$ cat config.mk
export PLATFORM = sky130hd
export DESIGN_NAME = muldiv_unit
export DESIGN_NICKNAME = d
export VERILOG_FILES = /design/src/rtl/muldiv_unit.sv
export SDC_FILE = /design/constraint.sdc
export NUM_CORES = 1
export LEC_CHECK = 0
export CAP_MARGIN = 10
export CORE_MARGIN = 10
export CORE_UTILIZATION = 45
export CTS_BUF_LIST = sky130_fd_sc_hd__clkbuf_4 sky130_fd_sc_hd__clkbuf_8 sky130_fd_sc_hd__clkbuf_16
export DETAILED_ROUTE_END_ITERATION = 8
export GPL_ROUTABILITY_DRIVEN = 0
export SYNTH_ARGS = -nofsm -noshare
export SYNTH_HDL_FRONTEND = slang
export SYNTH_SLANG_ARGS = --single-unit
export TNS_END_PERCENT = 5
$ cat constraint.sdc
create_clock -name clk -period 5.42 [get_ports clk]
set_input_delay 1.084 -clock clk [delete_from_list [all_inputs] [get_ports clk]]
set_output_delay 1.084 -clock clk [all_outputs]
set_load 0.01 [all_outputs]
$ cat src/rtl/muldiv_unit.sv
// muldiv_unit: iterative 32-bit MULT/MULTU/DIV/DIVU unit owning the HI/LO registers.
// A 32-cycle shift-add / restoring-divide core, followed by sign correction in FIN.
module muldiv_unit (
  input  logic        clk,
  input  logic        rst_n,
  input  logic        start,
  input  logic [1:0]  op,
  input  logic [31:0] a,
  input  logic [31:0] b,
  input  logic        wr_hi,
  input  logic        wr_lo,
  input  logic [31:0] wdata,
  output logic        busy,
  output logic        done,
  output logic [31:0] hi,
  output logic [31:0] lo
);
  localparam logic [1:0] IDLE = 2'd0;
  localparam logic [1:0] RUN  = 2'd1;
  localparam logic [1:0] FIN  = 2'd2;
  logic [1:0]  state;
  logic [1:0]  op_q;
  logic [31:0] ma, mb, quo, rem;
  logic        sa, sb, dz;
  logic [5:0]  cnt;
  logic [63:0] prod;
  logic        a_neg, b_neg;
  logic [31:0] a_mag, b_mag;
  logic [32:0] add_sum, shifted;
  logic        sub_neg;
  logic [31:0] sub;
  logic [63:0] prod_fix;
  logic [31:0] q_fix, r_fix, a_orig, res_hi, res_lo;
  // Magnitudes only for signed ops (op[0]==0); 0x80000000 stays 0x80000000 as unsigned.
  assign a_neg   = ~op[0] & a[31];
  assign b_neg   = ~op[0] & b[31];
  assign a_mag   = a_neg ? -a : a;
  assign b_mag   = b_neg ? -b : b;
  assign add_sum = {1'b0, prod[63:32]} + (prod[0] ? {1'b0, ma} : 33'd0);
  // Remainder is always < divisor, so the successful subtraction fits in 32 bits.
  assign shifted = {rem, quo[31]};
  assign sub_neg = shifted < {1'b0, mb};
  assign sub     = shifted[31:0] - mb;
  assign prod_fix = (sa ^ sb) ? -prod : prod;
  assign q_fix    = (sa ^ sb) ? -quo : quo;
  assign r_fix    = sa ? -rem : rem;
  assign a_orig   = sa ? -ma : ma;
  assign res_hi   = ~op_q[1] ? prod_fix[63:32] : dz ? a_orig : r_fix;
  assign res_lo   = ~op_q[1] ? prod_fix[31:0] : dz ? 32'hFFFF_FFFF : q_fix;
  always_ff @(posedge clk or negedge rst_n) begin
    if (!rst_n) begin
      state <= IDLE;
      op_q  <= 2'd0;
      ma    <= '0;
      mb    <= '0;
      sa    <= 1'b0;
      sb    <= 1'b0;
      dz    <= 1'b0;
      cnt   <= '0;
      prod  <= '0;
      rem   <= '0;
      quo   <= '0;
      busy  <= 1'b0;
      done  <= 1'b0;
      hi    <= '0;
      lo    <= '0;
    end else begin
      done <= 1'b0;
      case (state)
        IDLE: begin
          if (start) begin
            state <= RUN;
            busy  <= 1'b1;
            op_q  <= op;
            ma    <= a_mag;
            mb    <= b_mag;
            sa    <= a_neg;
            sb    <= b_neg;
            dz    <= (b == 32'd0);
            cnt   <= '0;
            prod  <= {32'd0, b_mag};
            rem   <= '0;
            quo   <= a_mag;
          end else begin
            if (wr_hi) hi <= wdata;
            if (wr_lo) lo <= wdata;
          end
        end
        RUN: begin
          prod <= {add_sum, prod[31:1]};
          rem  <= sub_neg ? shifted[31:0] : sub;
          quo  <= {quo[30:0], ~sub_neg};
          cnt  <= cnt + 6'd1;
          if (cnt == 6'd31) state <= FIN;
        end
        FIN: begin
          state <= IDLE;
          busy  <= 1'b0;
          done  <= 1'b1;
          hi    <= res_hi;
          lo    <= res_lo;
        end
        default: begin
          state <= IDLE;
          busy  <= 1'b0;
        end
      endcase
    end
  end
endmodule
### Pin map

(2 px per um) Pins as bars across the die edge, other pins in grey.
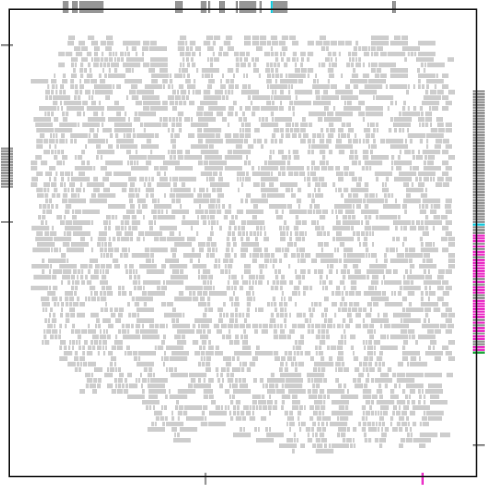
| port | colour | pins | direction | edge |
|---|---|---|---|---|
| done | green | 1 | output | right |
| op | cyan | 2 | input | 1 top, 1 right |
| hi | magenta | 32 | output | 31 right, 1 bottom |
all pins by edge: 98 right, 52 top, 17 left, 2 bottom

### Register map, names as in the netlist

(1 px per um) Other sequential cells in the stronger grey, the rest of the logic in the fainter grey.
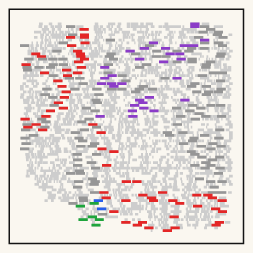
| netlist name | colour | sequential cells |
|---|---|---|
| cnt | green | 6 |
| ma | purple | 32 |
| state | blue | 2 |
| prod | red | 64 |
not coloured: 166

==> run_summary.xml <==
<?xml version="1.0" encoding="UTF-8"?>
<metrics>
  <group name="yosys">
    <metric name="post_synthesis_share_of_cell_area_spent_on_full_adders_half_adders_and_majority_gates" unit="">0.0455</metric>
    <metric name="yosys_cells" unit="">2524</metric>
    <metric name="mappedNetlistArea" unit="sq um">20400</metric>
    <metric name="common_cells" unit="">dfrtp_1, nand2_1, o21ai_0</metric>
    <metric name="yosys.area.top_type_share" unit="">0.331</metric>
    <metric name="count_of_different_cell_masters_after_synthesis" unit="">77</metric>
    <metric name="ys.warnings.count" unit="">0</metric>
    <metric name="syn_avg_cell_area" unit="sq um">8.08</metric>
    <metric name="numSynthFlops" unit="">270</metric>
    <metric name="synthesis.instances" unit="">2524</metric>
    <metric name="ys_top_logic_family" unit="">AND-OR/OR-AND gates</metric>
    <metric name="synth-compound-area-share" unit="">0.275</metric>
    <metric name="synth_area_leader_cell" unit="">dfrtp_1</metric>
    <metric name="area_leaders" unit="">dfrtp_1, o21ai_0, nand2_1</metric>
    <metric name="yosys.stat.seqShare" unit="">0.331</metric>
    <metric name="syn-num-nets" unit="">2700</metric>
    <metric name="simple_gate_share" unit="">0.206</metric>
    <metric name="muxShareOfSynthArea" unit="">0.00718</metric>
    <metric name="edf_count" unit="">0</metric>
    <metric name="synthArstFlopShare" unit="">1.00</metric>
    <metric name="flop_cell" unit="">dfrtp_1</metric>
    <metric name="yosys.area_share.xor_xnor" unit="">0.0881</metric>
    <metric name="synth.most_common_cell" unit="">dfrtp_1</metric>
  </group>
  <group name="global_routing">
    <metric name="grt_pass1_wl" unit="um">117000</metric>
    <metric name="grt_use_met1" unit="">0.391</metric>
    <metric name="grt_use_met2" unit="">0.417</metric>
    <metric name="top_usage_layer" unit="">met2</metric>
    <metric name="grt_antenna_before_repair" unit="">1</metric>
    <metric name="vias_in_the_first_global_route" unit="">19000</metric>
    <metric name="grt_usage" unit="">0.276</metric>
    <metric name="use_met3" unit="">0.0470</metric>
    <metric name="grt_overflow_total" unit="">0</metric>
  </group>
  <group name="floorplan">
    <metric name="floorplanUtilization" unit="">0.458</metric>
    <metric name="floorplan.io_pins" unit="">169</metric>
    <metric name="die.size.x" unit="um">233</metric>
    <metric name="die-area" unit="sq um">54200</metric>
    <metric name="fp-row-count" unit="">77</metric>
    <metric name="core_area" unit="sq um">44500</metric>
    <metric name="tap_cells" unit="">592</metric>
  </group>
  <group name="worst_hold_path">
    <metric name="min_path_cells" unit="">2</metric>
    <metric name="timing.hold.worst.class" unit="">reg -&gt; reg</metric>
    <metric name="holdPathEnd" unit="">lo[4]</metric>
    <metric name="worstHoldStart" unit="">lo[4]</metric>
  </group>
  <group name="setup_path">
    <metric name="worst_r2r_path_depth" unit="">8</metric>
    <metric name="ff2ff_setup_slack" unit="ps">1520</metric>
    <metric name="timing.critical_path.from" unit="">rem[5]</metric>
    <metric name="worstPathMaxFanout" unit="">15</metric>
    <metric name="r2r-start" unit="">rem[5]</metric>
    <metric name="critical_path_arrival" unit="ps">4280</metric>
    <metric name="cp_cell_sequence" unit="">ha_1 &gt; a2111o_1 &gt; o21ai_0 &gt; a2111oi_0 &gt; or3_1 &gt; and4_1 &gt; nor2_1 &gt; o311ai_0</metric>
    <metric name="worstSetupEndpoint" unit="">rem[8]</metric>
    <metric name="timing.critical_path.to_type" unit="">flop</metric>
    <metric name="path_class" unit="">reg -&gt; reg</metric>
    <metric name="cp.buffers_inverters" unit="">0</metric>
    <metric name="timing.critical_path.max_delay_family" unit="">simple AND/OR/NAND/NOR gates</metric>
    <metric name="start_kind" unit="">flop</metric>
    <metric name="capture_point_of_the_worst_reg_to_reg_path" unit="">rem[8]</metric>
  </group>
  <group name="placement">
    <metric name="postPlaceCellArea" unit="sq um">22500</metric>
    <metric name="place_hpwl" unit="um">59900</metric>
    <metric name="preCtsSetupSlack" unit="ps">1280</metric>
    <metric name="post-place-cells" unit="">3148</metric>
  </group>
  <group name="route">
    <metric name="met1Wirelength" unit="um">34600</metric>
    <metric name="finalWirelength" unit="um">78100</metric>
    <metric name="met2WireLength" unit="um">33600</metric>
    <metric name="drt-initial-drc-count" unit="">2352</metric>
    <metric name="drt-vias-per-instance" unit="">6.39</metric>
    <metric name="wire_per_inst" unit="um">24.4</metric>
    <metric name="first_pass_iters" unit="">6</metric>
    <metric name="ant_nets" unit="">0</metric>
    <metric name="route.detailed.drc" unit="">0</metric>
  </group>
  <group name="cells_and_area">
    <metric name="regArea" unit="sq um">6760</metric>
    <metric name="area.combinational" unit="sq um">12700</metric>
    <metric name="synth_to_final_area_change" unit="%">15.4</metric>
    <metric name="most-common-layout-cells" unit="">nand2_1, dfrtp_1, o21ai_0, a21oi_1, nor2_1</metric>
    <metric name="largestClassByArea" unit="">logic gates</metric>
    <metric name="finish.instance_area" unit="sq um">23500</metric>
    <metric name="finalCoreUtilization" unit="">0.529</metric>
    <metric name="top_register" unit="">prod</metric>
    <metric name="n_antenna_cell" unit="">0</metric>
    <metric name="area.share.sequential" unit="">0.287</metric>
    <metric name="nNonClkBuffers" unit="">195</metric>
    <metric name="clock_cell_area_share" unit="">0.0442</metric>
    <metric name="final-instance-count-excl-fill" unit="">3202</metric>
    <metric name="layout.cells.most_common" unit="">nand2_1</metric>
    <metric name="logic_gates" unit="">2007</metric>
    <metric name="clock_buffers" unit="">51</metric>
    <metric name="layout.sequential_cells" unit="">270</metric>
    <metric name="area.share.combinational" unit="">0.542</metric>
    <metric name="final-nonclk-buf-share" unit="">0.0819</metric>
    <metric name="layout-drive-gt1-share" unit="">0.0475</metric>
    <metric name="nNetsFinal" unit="">2765</metric>
  </group>
  <group name="pwr">
    <metric name="netSwitchingFraction" unit="">0.476</metric>
    <metric name="power_internal" unit="mW">7.44</metric>
    <metric name="sequentialPowerShare" unit="">0.309</metric>
    <metric name="peakVddDrop" unit="mV">0.324</metric>
    <metric name="clock_net_power" unit="mW">2.16</metric>
    <metric name="power.net_switching" unit="mW">6.75</metric>
    <metric name="power_sequential" unit="mW">4.39</metric>
    <metric name="top_power_group" unit="">combinational logic</metric>
    <metric name="cellPowerDensity" unit="nW/um^2">604</metric>
    <metric name="power.share.combinational" unit="">0.538</metric>
    <metric name="pwr.group.combinational" unit="mW">7.64</metric>
    <metric name="design_power" unit="mW">14.2</metric>
    <metric name="leakagePower" unit="nW">9.62</metric>
  </group>
  <group name="final_timing">
    <metric name="grt_setup_unrepaired" unit="">false</metric>
    <metric name="post-route-worst-setup-slack" unit="ps">1520</metric>
    <metric name="totalNegativeSetupSlack" unit="ps">0</metric>
    <metric name="max-slew-margin-rel" unit="">0.177</metric>
    <metric name="finalClockSkew" unit="ps">28.2</metric>
    <metric name="setup_viol" unit="">0</metric>
    <metric name="worst-slew-pin-transition" unit="ps">1230</metric>
    <metric name="max_freq" unit="MHz">257</metric>
    <metric name="worst_hold_margin" unit="ps">474</metric>
    <metric name="drv_slew" unit="">0</metric>
    <metric name="finalCritPeriodShare" unit="">0.719</metric>
    <metric name="hold_violations" unit="">0</metric>
  </group>
  <group name="clock_network">
    <metric name="ctsHtreeMaxLevel" unit="">1</metric>
    <metric name="cts_buffers" unit="">31</metric>
    <metric name="setup_repair_bufs_after_cts" unit="">0</metric>
    <metric name="cts.sink_count" unit="">270</metric>
    <metric name="cts_buffer_depth" unit="">3</metric>
    <metric name="cts_repair_resize_count" unit="">0</metric>
    <metric name="hold_buffer_count_at_cts" unit="">0</metric>
    <metric name="ctsRootBufferMaster" unit="">clkbuf_16</metric>
    <metric name="clk_pin_slew_worst_paths" unit="ps">60</metric>
    <metric name="insertion_delay" unit="ps">590</metric>
    <metric name="cts_tree" unit="">built</metric>
  </group>
  <group name="flow_run">
    <metric name="log.warning_count" unit="">28</metric>
    <metric name="cap_viol_max_count" unit="">0</metric>
  </group>
  <group name="status">
    <metric name="run_status" unit="">complete, no violations</metric>
  </group>
</metrics>
Power figures rest on the tool's default switching activity, not on a simulated workload.
